===== src/rtl/shunting_yard_pkg.sv =====
// Shared definitions for the shunting_yard infix-to-postfix converter:
// FSM state encodings, ASCII token codes, emission kinds and operator helpers.
package shunting_yard_pkg;

    // FSM states (kept as plain constants so legacy tools can consume them)
    typedef logic [2:0] state_t;
    localparam state_t ST_ACCEPT    = 3'd0;
    localparam state_t ST_POP_PREC  = 3'd1;
    localparam state_t ST_POP_PAREN = 3'd2;
    localparam state_t ST_DRAIN     = 3'd3;
    localparam state_t ST_FINISH    = 3'd4;
    localparam state_t ST_ERR       = 3'd5;

    // ASCII token codes
    localparam logic [7:0] TOK_ADD    = 8'h2B;  // '+'
    localparam logic [7:0] TOK_SUB    = 8'h2D;  // '-'
    localparam logic [7:0] TOK_MUL    = 8'h2A;  // '*'
    localparam logic [7:0] TOK_DIV    = 8'h2F;  // '/'
    localparam logic [7:0] TOK_LPAREN = 8'h28;  // '('
    localparam logic [7:0] TOK_RPAREN = 8'h29;  // ')'

    // Emission kinds: bit 0 drives number_stb, bit 1 drives sign_stb
    typedef logic [1:0] emit_t;
    localparam emit_t EMIT_NUM  = 2'b01;
    localparam emit_t EMIT_SIGN = 2'b10;
    localparam emit_t EMIT_BOTH = 2'b11;

    // Binding strength; '(' ranks lowest so it stops every precedence pop
    function automatic logic [1:0] prec(input logic [7:0] op);
        case (op)
            TOK_MUL, TOK_DIV: prec = 2'd2;
            TOK_ADD, TOK_SUB: prec = 2'd1;
            default:          prec = 2'd0;
        endcase
    endfunction

    function automatic logic is_arith(input logic [7:0] tok);
        is_arith = (tok == TOK_ADD) || (tok == TOK_SUB) ||
                   (tok == TOK_MUL) || (tok == TOK_DIV);
    endfunction

endpackage


===== src/rtl/shunting_yard_op_stack.sv =====
// op_stack: synchronous 8-bit LIFO holding pending operators.
// Push into a full stack and pop from an empty stack are ignored.
module op_stack #(
    parameter int DEPTH = 16
) (
    input  logic                     clk,
    input  logic                     rst,
    input  logic                     push,
    input  logic                     pop,
    input  logic [7:0]               data,
    output logic [7:0]               top,
    output logic                     empty,
    output logic                     full,
    output logic [$clog2(DEPTH):0]   count
);
    localparam int AW = $clog2(DEPTH);

    logic [7:0]  mem [DEPTH];
    logic [AW:0] sp;
    logic [AW:0] sp_m1;

    assign sp_m1 = sp - 1'b1;
    assign empty = (sp == '0);
    assign full  = (sp == (AW+1)'(DEPTH));
    assign count = sp;
    assign top   = empty ? 8'h00 : mem[sp_m1[AW-1:0]];

    // Stack pointer moves by one per push or pop
    always_ff @(posedge clk) begin
        // NOTE: sequential state uses non-blocking assignments so every flop samples pre-edge values.
        if (rst)
            sp <= '0;
        else if (push && !full)
            sp <= sp + 1'b1;
        else if (pop && !empty)
            sp <= sp_m1;
    end

    // Operator storage written at the current pointer on push
    always_ff @(posedge clk) begin
        // NOTE: the array is deliberately not reset; entries above sp are never read.
        if (push && !full)
            mem[sp[AW-1:0]] <= data;
    end

endmodule


===== src/rtl/shunting_yard.sv =====
// shunting_yard: converts a stream of infix tokens into postfix emissions
// (numbers on number_stb, operators on sign_stb, both strobes together to
// close an expression). Parenthesis support is compiled in when the macro
// SHUNTING_YARD_PAREN_EN is defined; otherwise '(' and ')' are illegal tokens.
module shunting_yard
    import shunting_yard_pkg::*;
#(
    parameter int STACK_DEPTH = 16
) (
    input  logic       clk,
    input  logic       rst,
    input  logic [7:0] in_token,
    input  logic       in_is_num,
    input  logic       in_last,
    input  logic       in_stb,
    output logic       in_ready,
    input  logic       down_busy,
    output logic [7:0] out_number,
    output logic [7:0] out_sign,
    output logic       number_stb,
    output logic       sign_stb,
    output logic       error
);
    localparam int CW = $clog2(STACK_DEPTH) + 1;

    state_t     state, state_n;
    logic [7:0] cur_op, cur_op_n;
    logic       emit_pend, pend_n;
    emit_t      emit_kind, kind_n;
    logic [7:0] emit_val, val_n;
    logic       error_q, err_n;
    logic       busy_q, stb_q;
`ifdef SHUNTING_YARD_PAREN_EN
    logic       last_q, last_n;
`endif

    logic          push, pop;
    logic [7:0]    push_data, top;
    logic          empty, full;
    logic [CW-1:0] count;

    logic can_emit, emit_fire, accept;

    op_stack #(.DEPTH(STACK_DEPTH)) u_stack (
        .clk   (clk),
        .rst   (rst),
        .push  (push),
        .pop   (pop),
        .data  (push_data),
        .top   (top),
        .empty (empty),
        .full  (full),
        .count (count)
    );

    // A strobe needs an idle, non-busy previous cycle
    assign can_emit   = !busy_q && !stb_q;
    assign emit_fire  = !rst && emit_pend && can_emit;
    assign number_stb = emit_fire && emit_kind[0];
    assign sign_stb   = emit_fire && emit_kind[1];
    assign out_number = (number_stb && !emit_kind[1]) ? emit_val : 8'h00;
    assign out_sign   = sign_stb ? emit_val : 8'h00;
    assign in_ready   = !rst && (state == ST_ACCEPT) && !emit_pend;
    assign accept     = in_stb && in_ready;
    assign error      = error_q;

    // Next-state, stack control and emission scheduling
    always_comb begin
        // NOTE: every output of this block gets a default first, so no latch can be inferred.
        state_n   = state;
        cur_op_n  = cur_op;
        pend_n    = emit_pend && !emit_fire;
        kind_n    = emit_kind;
        val_n     = emit_val;
        err_n     = error_q;
        push      = 1'b0;
        pop       = 1'b0;
        push_data = cur_op;
`ifdef SHUNTING_YARD_PAREN_EN
        last_n    = last_q;
`endif
        case (state)
            ST_ACCEPT: if (accept) begin
                if (in_is_num) begin
                    pend_n = 1'b1;
                    kind_n = EMIT_NUM;
                    val_n  = in_token;
                    if (in_last) state_n = ST_DRAIN;
                end else if (is_arith(in_token) && !in_last) begin
                    cur_op_n = in_token;
                    state_n  = ST_POP_PREC;
`ifdef SHUNTING_YARD_PAREN_EN
                end else if (in_token == TOK_LPAREN && !in_last && !full) begin
                    push      = 1'b1;
                    push_data = in_token;
                end else if (in_token == TOK_RPAREN) begin
                    last_n  = in_last;
                    state_n = ST_POP_PAREN;
`endif
                end else begin
                    state_n = ST_ERR;
                end
            end
            ST_POP_PREC: if (!emit_pend) begin
                if (!empty && prec(top) >= prec(cur_op)) begin
                    pop    = 1'b1;
                    pend_n = 1'b1;
                    kind_n = EMIT_SIGN;
                    val_n  = top;
                end else if (full) begin
                    state_n = ST_ERR;
                end else begin
                    push    = 1'b1;
                    state_n = ST_ACCEPT;
                end
            end
`ifdef SHUNTING_YARD_PAREN_EN
            ST_POP_PAREN: if (!emit_pend) begin
                if (empty) begin
                    state_n = ST_ERR;
                end else if (top == TOK_LPAREN) begin
                    pop     = 1'b1;
                    state_n = last_q ? ST_DRAIN : ST_ACCEPT;
                end else begin
                    pop    = 1'b1;
                    pend_n = 1'b1;
                    kind_n = EMIT_SIGN;
                    val_n  = top;
                end
            end
`endif
            ST_DRAIN: if (!emit_pend) begin
                if (empty) begin
                    state_n = ST_FINISH;
                end else if (top == TOK_LPAREN) begin
                    state_n = ST_ERR;
                end else if (count == CW'(1)) begin
                    state_n = ST_FINISH;
                end else begin
                    pop    = 1'b1;
                    pend_n = 1'b1;
                    kind_n = EMIT_SIGN;
                    val_n  = top;
                end
            end
            ST_FINISH: if (!emit_pend) begin
                pop     = !empty;
                pend_n  = 1'b1;
                kind_n  = EMIT_BOTH;
                val_n   = top;
                state_n = ST_ACCEPT;
            end
            ST_ERR: ;
            default: state_n = ST_ERR;
        endcase
        if (state_n == ST_ERR) begin
            err_n  = 1'b1;
            pend_n = 1'b0;
        end
    end

    // Control registers, emission slot and strobe-spacing history
    always_ff @(posedge clk) begin
        if (rst) begin
            state     <= ST_ACCEPT;
            cur_op    <= 8'h00;
            emit_pend <= 1'b0;
            emit_kind <= EMIT_NUM;
            emit_val  <= 8'h00;
            error_q   <= 1'b0;
            busy_q    <= 1'b0;
            stb_q     <= 1'b0;
`ifdef SHUNTING_YARD_PAREN_EN
            last_q    <= 1'b0;
`endif
        end else begin
            state     <= state_n;
            cur_op    <= cur_op_n;
            emit_pend <= pend_n;
            emit_kind <= kind_n;
            emit_val  <= val_n;
            error_q   <= err_n;
            busy_q    <= down_busy;
            stb_q     <= number_stb || sign_stb;
`ifdef SHUNTING_YARD_PAREN_EN
            last_q    <= last_n;
`endif
        end
    end

endmodule


===== config.mk =====
export PLATFORM = sky130hd
export DESIGN_NAME = shunting_yard
export DESIGN_NICKNAME = d
export VERILOG_FILES = /design/src/rtl/shunting_yard_pkg.sv /design/src/rtl/shunting_yard_op_stack.sv /design/src/rtl/shunting_yard.sv
export SDC_FILE = /design/constraint.sdc
export NUM_CORES = 1
export LEC_CHECK = 0
export ABC_AREA = 1
export CAP_MARGIN = 25
export CORE_MARGIN = 2
export CORE_UTILIZATION = 55
export DETAILED_ROUTE_END_ITERATION = 8
export PLACE_DENSITY_LB_ADDON = 0.1
export SETUP_SLACK_MARGIN = 0.02
export SLEW_MARGIN = 20
export SYNTH_ARGS = -nofsm -noshare
export SYNTH_HDL_FRONTEND = slang
export SYNTH_SLANG_ARGS = --single-unit

===== constraint.sdc =====
create_clock -name clk -period 9.4 [get_ports clk]
set_input_delay 2.35 -clock clk [delete_from_list [all_inputs] [get_ports clk]]
set_output_delay 2.35 -clock clk [all_outputs]
set_load 0.01 [all_outputs]

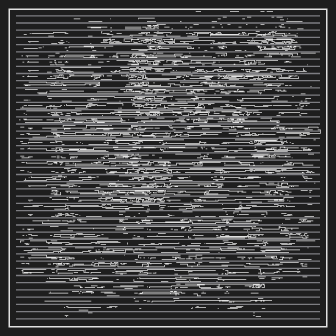
**Above:** run 1 (the metal 1 layer).
Supply wires on this layer in grey.
nets with wire on the layer = 743
longest straight run = 38.6 µm
main direction = horizontal

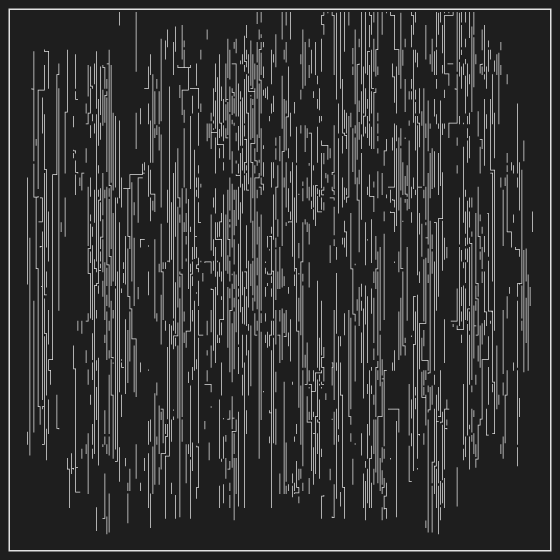
**Above:** run 1 (met2 routing).
wire length on this layer = 8320 µm
main direction = vertical

==> impl_metrics.py, run 1 <==
# Generated from Yosys and OpenROAD reports
metrics = {
    "run_status": {
        "status": "completed",
    },
    "drt": {
        "ant_nets": 0,
        "firstDrtPassIters": 5,
        "wl_met1_um": 7093,
        "drc": 0,
        "detail_route.iter0.violations": 468,
        "wl_per_cell_um": 17.33,
    },
    "yosys": {
        "ys_seq_frac": 0.6095,
        "netlist-cell-type-count": 39,
        "synth_area_um2": 7292,
        "topCellsByArea": "edfxtp_1 53%, nand2_1 11%, nand3_1 8.4%",
        "synth-edff-count": 128,
    },
    "critical_path": {
        "critPathArrivalTime_ps": 4750,
        "rr_worst_depth": 18,
        "end_kind": "primary output",
        "cp-endpoint": "out_number[3]",
        "worstPathCellList": "clkdlybuf4s50_1, nor4_1, inv_1, nor2_1, nand2_1, nor2_1, clkdlybuf4s50_1",
        "critical_path_buf_inv_count": 3,
        "cp_data_required_time_ps": 7050,
        "timing.rr.start": "u_stack.count[0]",
    },
    "clock_network": {
        "clockBufferDepth": 2,
        "cts_resized": 0,
        "cts_buffers": 17,
    },
    "min_path": {
        "worstHoldStart": "error",
        "hold-path-cell-count": 2,
        "min_path_type": "reg -> reg",
    },
    "final_timing": {
        "setup_tns_ps": 0,
        "hold_violations": 0,
    },
    "finish": {
        "sh_comb_area": 0.2933,
        "largest_class": "registers",
        "clockNetworkAreaShare": 0.07571,
        "final_area_um2": 8263,
        "buffers_excl_clock": 35,
        "seq_share": 0.5380,
        "drive_gt1_frac": 0.08025,
        "nMultiInputCombCells": 508,
        "lay_top_cells": "212 x nand2_1, 128 x edfxtp_1, 123 x nand3_1",
    },
    "placed_design": {
        "gp_congestion": 0.8983,
        "place_area_um2": 7637,
        "dp_worst_setup_slack_ps": 2301,
        "portBuffers": 33,
    },
    "global_routing": {
        "grt_pass1_wl_um": 26050,
        "grt_util_all_layers": 0.2434,
        "grt-ovfl-total": 0,
    },
    "die": {
        "die_y_um": 119.1,
        "rows": 42,
        "io_pins": 34,
    },
    "power_and_ir_drop": {
        "pg_seq_mw": 0.837,
        "p_per_area_nw_per_um2": 300.5,
        "clkPwrFrac": 0.291,
        "comb-power_mw": 0.923,
    },
    "job": {
        "drv_cap": 0,
    },
}
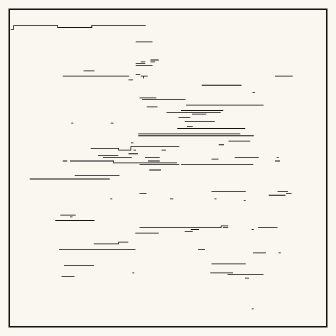
**Above:** run 1 (met3 routing).
longest straight run = 43.2 µm
share of all routed wire = 4.7%
met3 global-route usage: 0.04215
Via Count: 5308
final wirelength: 16650 µm

==> inputs of run 2 (changes only) <==
==> constraint.sdc (replaced) <==
create_clock -name clk -period 7 [get_ports clk]
set_input_delay 1.75 -clock clk [delete_from_list [all_inputs] [get_ports clk]]
set_output_delay 1.75 -clock clk [all_outputs]
set_load 0.01 [all_outputs]
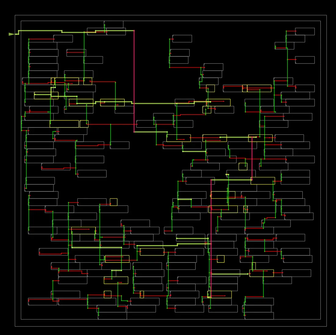
**Above:** run 2 (clock routing).
Clk. pwr: 0.884 mW
flip-flops: 158
CTS Sinks: 158

==> impl_metrics.py, run 2 <==
# Generated from Yosys and OpenROAD reports
metrics = {
    "run_status": {
        "status": "completed",
    },
    "yosys": {
        "ys_seq_frac": 0.6095,
        "synth-edff-count": 128,
        "synth_area_um2": 7292,
        "netlist-cell-type-count": 39,
        "topCellsByArea": "edfxtp_1 53%, nand2_1 11%, nand3_1 8.4%",
    },
    "finish": {
        "final_area_um2": 8209,
        "nMultiInputCombCells": 508,
        "sh_comb_area": 0.2952,
        "drive_gt1_frac": 0.08153,
        "seq_share": 0.5415,
    },
    "placed_design": {
        "place_area_um2": 7637,
    },
    "global_routing": {
        "grt-ovfl-total": 0,
        "grt_pass1_wl_um": 26630,
    },
    "drt": {
        "firstDrtPassIters": 5,
        "drc": 0,
        "wl_per_cell_um": 17.41,
        "detail_route.iter0.violations": 532,
        "ant_nets": 0,
    },
    "critical_path": {
        "critical_path_buf_inv_count": 3,
        "end_kind": "primary output",
        "cp-endpoint": "out_number[3]",
        "critPathArrivalTime_ps": 4160,
        "rr_worst_depth": 18,
        "cp_data_required_time_ps": 5250,
    },
    "power_and_ir_drop": {
        "comb-power_mw": 1.24,
        "pg_seq_mw": 1.12,
        "clkPwrFrac": 0.272,
    },
    "final_timing": {
        "setup_tns_ps": 0,
        "hold_violations": 0,
    },
    "min_path": {
        "hold-path-cell-count": 2,
        "min_path_type": "reg -> reg",
        "worstHoldStart": "error",
    },
    "clock_network": {
        "cts_resized": 0,
    },
    "die": {
        "io_pins": 34,
        "die_y_um": 119.1,
    },
    "job": {
        "drv_cap": 0,
    },
}
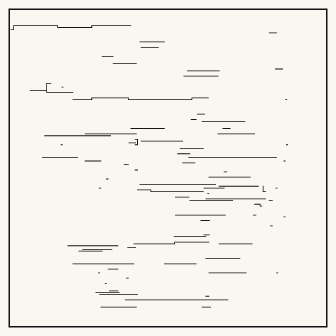
**Above:** run 2 (met3 routing).
share of all routed wire = 4.7%
longest straight run = 38.6 µm
nets with wire on the layer = 44
Via Count: 5301
met3 global-route usage: 0.05220
final wirelength: 16730 µm

Power and IR drop assume default switching activity.
